**src/rtl/kernel_flip_streamer.sv**
```systemverilog
// kernel_flip_streamer: snapshots a SIZE x SIZE kernel and streams it in 180-degree rotated order.
// Optional KERNEL_FLIP_RASTER_EN adds a raster port selecting natural raster order per run.
module kernel_flip_streamer #(
  parameter int SIZE  = 5,
  parameter int WIDTH = 32
) (
  input  logic             clk,
  input  logic             reset,
  input  logic             start,
  input  logic [WIDTH-1:0] kernel_in [SIZE][SIZE],
`ifdef KERNEL_FLIP_RASTER_EN
  input  logic             raster,
`endif
  output logic             busy,
  output logic [WIDTH-1:0] out_data,
  output logic             out_valid,
  input  logic             out_ready,
  output logic             out_last,
  output logic             done
);
  localparam int CW = SIZE > 1 ? $clog2(SIZE) : 1;
  localparam logic [CW-1:0] MAX = CW'(SIZE - 1);
  typedef enum logic {IDLE, STREAM} state_t;
  state_t state, state_nx;
  logic [WIDTH-1:0] kbuf [SIZE][SIZE];
  logic [CW-1:0] row, col, row_nx, col_nx, row_step, col_step;
  logic fwd, start_fwd, load, hs, at_end;
`ifdef KERNEL_FLIP_RASTER_EN
  assign start_fwd = raster;
`else
  assign start_fwd = 1'b0;
`endif
  always_comb begin
    load     = state == IDLE && start;
    hs       = state == STREAM && out_ready;
    at_end   = fwd ? (row == MAX && col == MAX) : (row == '0 && col == '0);
    col_step = fwd ? (col == MAX ? '0 : col + 1'b1) : (col == '0 ? MAX : col - 1'b1);
    row_step = fwd ? (col == MAX ? row + 1'b1 : row) : (col == '0 ? row - 1'b1 : row);
    state_nx = load ? STREAM : (hs && at_end) ? IDLE : state;
    col_nx   = load ? (start_fwd ? '0 : MAX) : (hs && !at_end) ? col_step : col;
    row_nx   = load ? (start_fwd ? '0 : MAX) : (hs && !at_end) ? row_step : row;
  end
  always_ff @(posedge clk or negedge reset) begin
    if (!reset) begin
      state <= IDLE;
      row   <= '0;
      col   <= '0;
      fwd   <= 1'b0;
      done  <= 1'b0;
      kbuf  <= '{default: '0};
    end else begin
      state <= state_nx;
      row   <= row_nx;
      col   <= col_nx;
      done  <= hs && at_end;
      if (load) begin
        fwd  <= start_fwd;
        kbuf <= kernel_in;
      end
    end
  end
  // outputs decode only from registered state, never from out_ready
  assign busy      = state == STREAM;
  assign out_valid = busy;
  assign out_last  = busy && at_end;
  assign out_data  = busy ? kbuf[row][col] : '0;
endmodule

```
**config.mk**
```make
export PLATFORM = sky130hd
export DESIGN_NAME = kernel_flip_streamer
export DESIGN_NICKNAME = d
export VERILOG_FILES = /design/src/rtl/kernel_flip_streamer.sv
export SDC_FILE = /design/constraint.sdc
export NUM_CORES = 2
export LEC_CHECK = 0
export ABC_AREA = 0
export ABC_CLOCK_PERIOD_IN_PS = 3350
export CAP_MARGIN = 5
export CORE_MARGIN = 1.5
export CORE_UTILIZATION = 35
export CTS_CLUSTER_DIAMETER = 50
export CTS_CLUSTER_SIZE = 20
export DETAILED_ROUTE_END_ITERATION = 7
export PLACE_DENSITY = 0.66
export SYNTH_ARGS = -nofsm -noshare
export SYNTH_HDL_FRONTEND = slang
export SYNTH_SLANG_ARGS = --single-unit
export TNS_END_PERCENT = 100
```
**constraint.sdc**
```tcl
create_clock -name clk -period 3.35 [get_ports clk]
set_clock_uncertainty 0.05 [all_clocks]
set_input_delay 0.335 -clock clk [delete_from_list [all_inputs] [get_ports clk]]
set_output_delay 0.335 -clock clk [all_outputs]
set_load 0.02 [all_outputs]
```
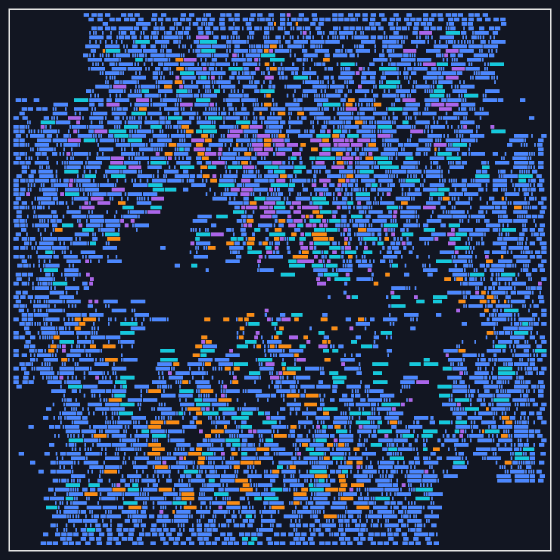
*Cells by drive strength*
- cyan: _6 and larger (cells 292)
- orange: _2 cells (cells 221)
- blue: _0 and _1 cells (cells 4477)
- purple: _3 and _4 cells (cells 249)

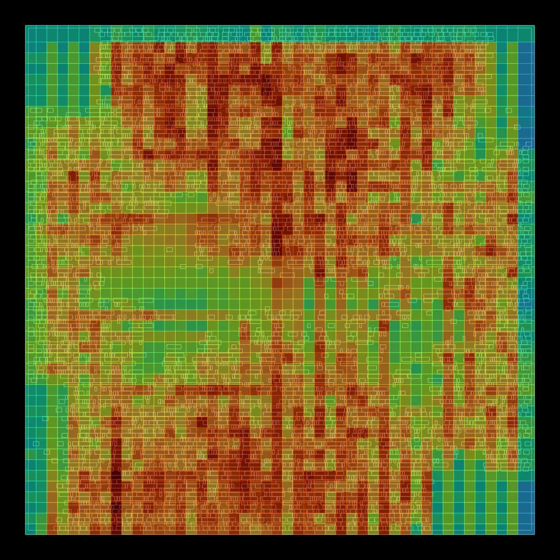
*Routing congestion map*
grt met1 use: 0.424
All-Layer GR Usage: 0.313
met3 Track Usage GR: 0.0696
wire per inst: 26.1 microns
fin util: 0.519

==> results.cfg <==
; flow metrics
[outcome]
status = finished with violations
violations = negative setup slack

[logic_synthesis]
syn-num-nets = 5049
ys.flop_type = dfrtp_1
synthArstFlopShare = 1.00
top_cells_by_area = dfrtp_1 55%, nand2_1 25%, mux2i_1 6.9%
ys.flops = 808
common_cells = 2424 x nand2_1, 808 x dfrtp_1, 256 x mux2i_1
ys.warnings.count = 0

[timing]
fin_ws_ns = -0.161
max_slew_margin = 0.494
hold_viol = 0
setup_viol = 23
min_period_ns = 3.51
worst_pin_slew_ns = 0.758
rsz0062_at_grt = yes

[layout]
fin_nets = 5961
comb_area_sq_mm = 0.0171
layout_top_cell = nand2_1

[pwr]
internal_power_w = 0.0305
comb_power_share = 0.412
clkPwrFrac = 0.234
netSwitchingFraction = 0.389

[cts]
ctsHoldBuffers = 1
post_cts_buffers = 39
post_cts_resized = 354
cts-root-buf = clkbuf_16

[global_route]
antenna_found_initial = 27
grt_first_pass_wirelength_microns = 241000
grt_max_degree = 157

[critical_path]
cp_max_fo = 8

[run]
warnings = 44
cap_violations = 0

[placed_design]
dpl_cell_area_sq_mm = 0.0478
portBuffers = 839
dp_hpwl_microns = 130000

[floorplanning]
rows = 119
die_h_microns = 328
pin_count = 840

[detailed_routing]
ant_nets = 0
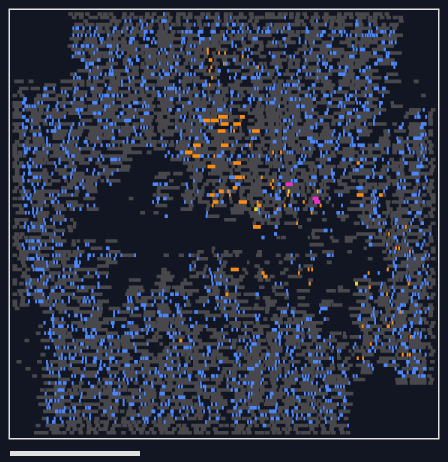
*Selected gate families*
Scale bar: 100 microns.
- blue: NAND gates (cells 2445; most used nand2_1; where spread over the die)
- yellow: inverters (cells 4; most used inv_1)
- magenta: adder and majority cells (cells 3; most used ha_1)
- orange: NOR gates (cells 95; most used nor2_1)

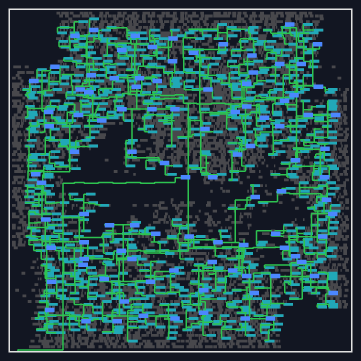
*Routed clock nets over the placement*
- blue: clock drivers (count 99)
- green: clock wires (length 11300 microns)
- cyan: flip-flops (count 808)
- routed clock nets: 100

## final cells by class
type | instances | share of cell area
Sequential cell | 808 | 0.371
Multi-Input combinational cell | 3153 | 0.315
Timing Repair Buffer | 1088 | 0.215
Clock buffer | 126 | 0.0507
Tap cell | 1391 | 0.0320
Clock inverter | 60 | 0.0152
Antenna cell | 17 | 0.000781
Inverter | 4 | 0.000390
## worst register-to-register path, delay by kind of cell (launching register included)
kind                     cells  cell delay (ns)
adder cells (fa/ha/maj)      1             0.22
flip-flops                   1             0.39
buffers and inverters        4             0.89
AND-OR/OR-AND                3             0.72
## per-layer routing
| metal | share of wire | wire length [microns] | vias up |
|---|---|---|---|
| li1 | - | - | 15500 |
| met1 | 0.42 | 72300 | 17200 |
| met2 | 0.45 | 78200 | 1622 |
| met3 | 0.082 | 14200 | 319 |
| met4 | 0.049 | 8570 | 16 |
| met5 | 0.00059 | 102 | - |
## state kept, by name, summed over array words and instances, names as in the netlist
register,cells
done,1
kbuf,800
row,3
busy,1
col,3
## worst paths after layout
check                                from           end  slack, ns  cells after the start
hold reg to reg                 kbuf[363]     kbuf[363]       0.42                      2
setup reg to reg                   row[1]        row[1]       0.91                      8
hold / removal             kernel_in[626]     kbuf[626]       0.11                      3
setup / recovery                   row[0]  out_data[27]      -0.16                      9
min in group asynchronous           reset     kbuf[265]       0.19                      2
max in group asynchronous           reset     kbuf[611]       1.95                      3
## per-stage QoR
step           total power (W)  utilization
5_1_grt                 0.0521        0.519
3_5_place_dp            0.0338        0.456
2_1_floorplan           0.0254            -
4_1_cts                 0.0485        0.510
3_3_place_gp            0.0336        0.456
6_report                0.0500        0.519
## cells by family after synthesis
group,synth area share
flops,0.547
simple gates,0.263
xor+xnor,0.000474
compound gates,0.0485
mux,0.108
buf+inv,0.0323
fa+ha+maj,0.00101
Power is estimated from default activity; no workload was simulated.
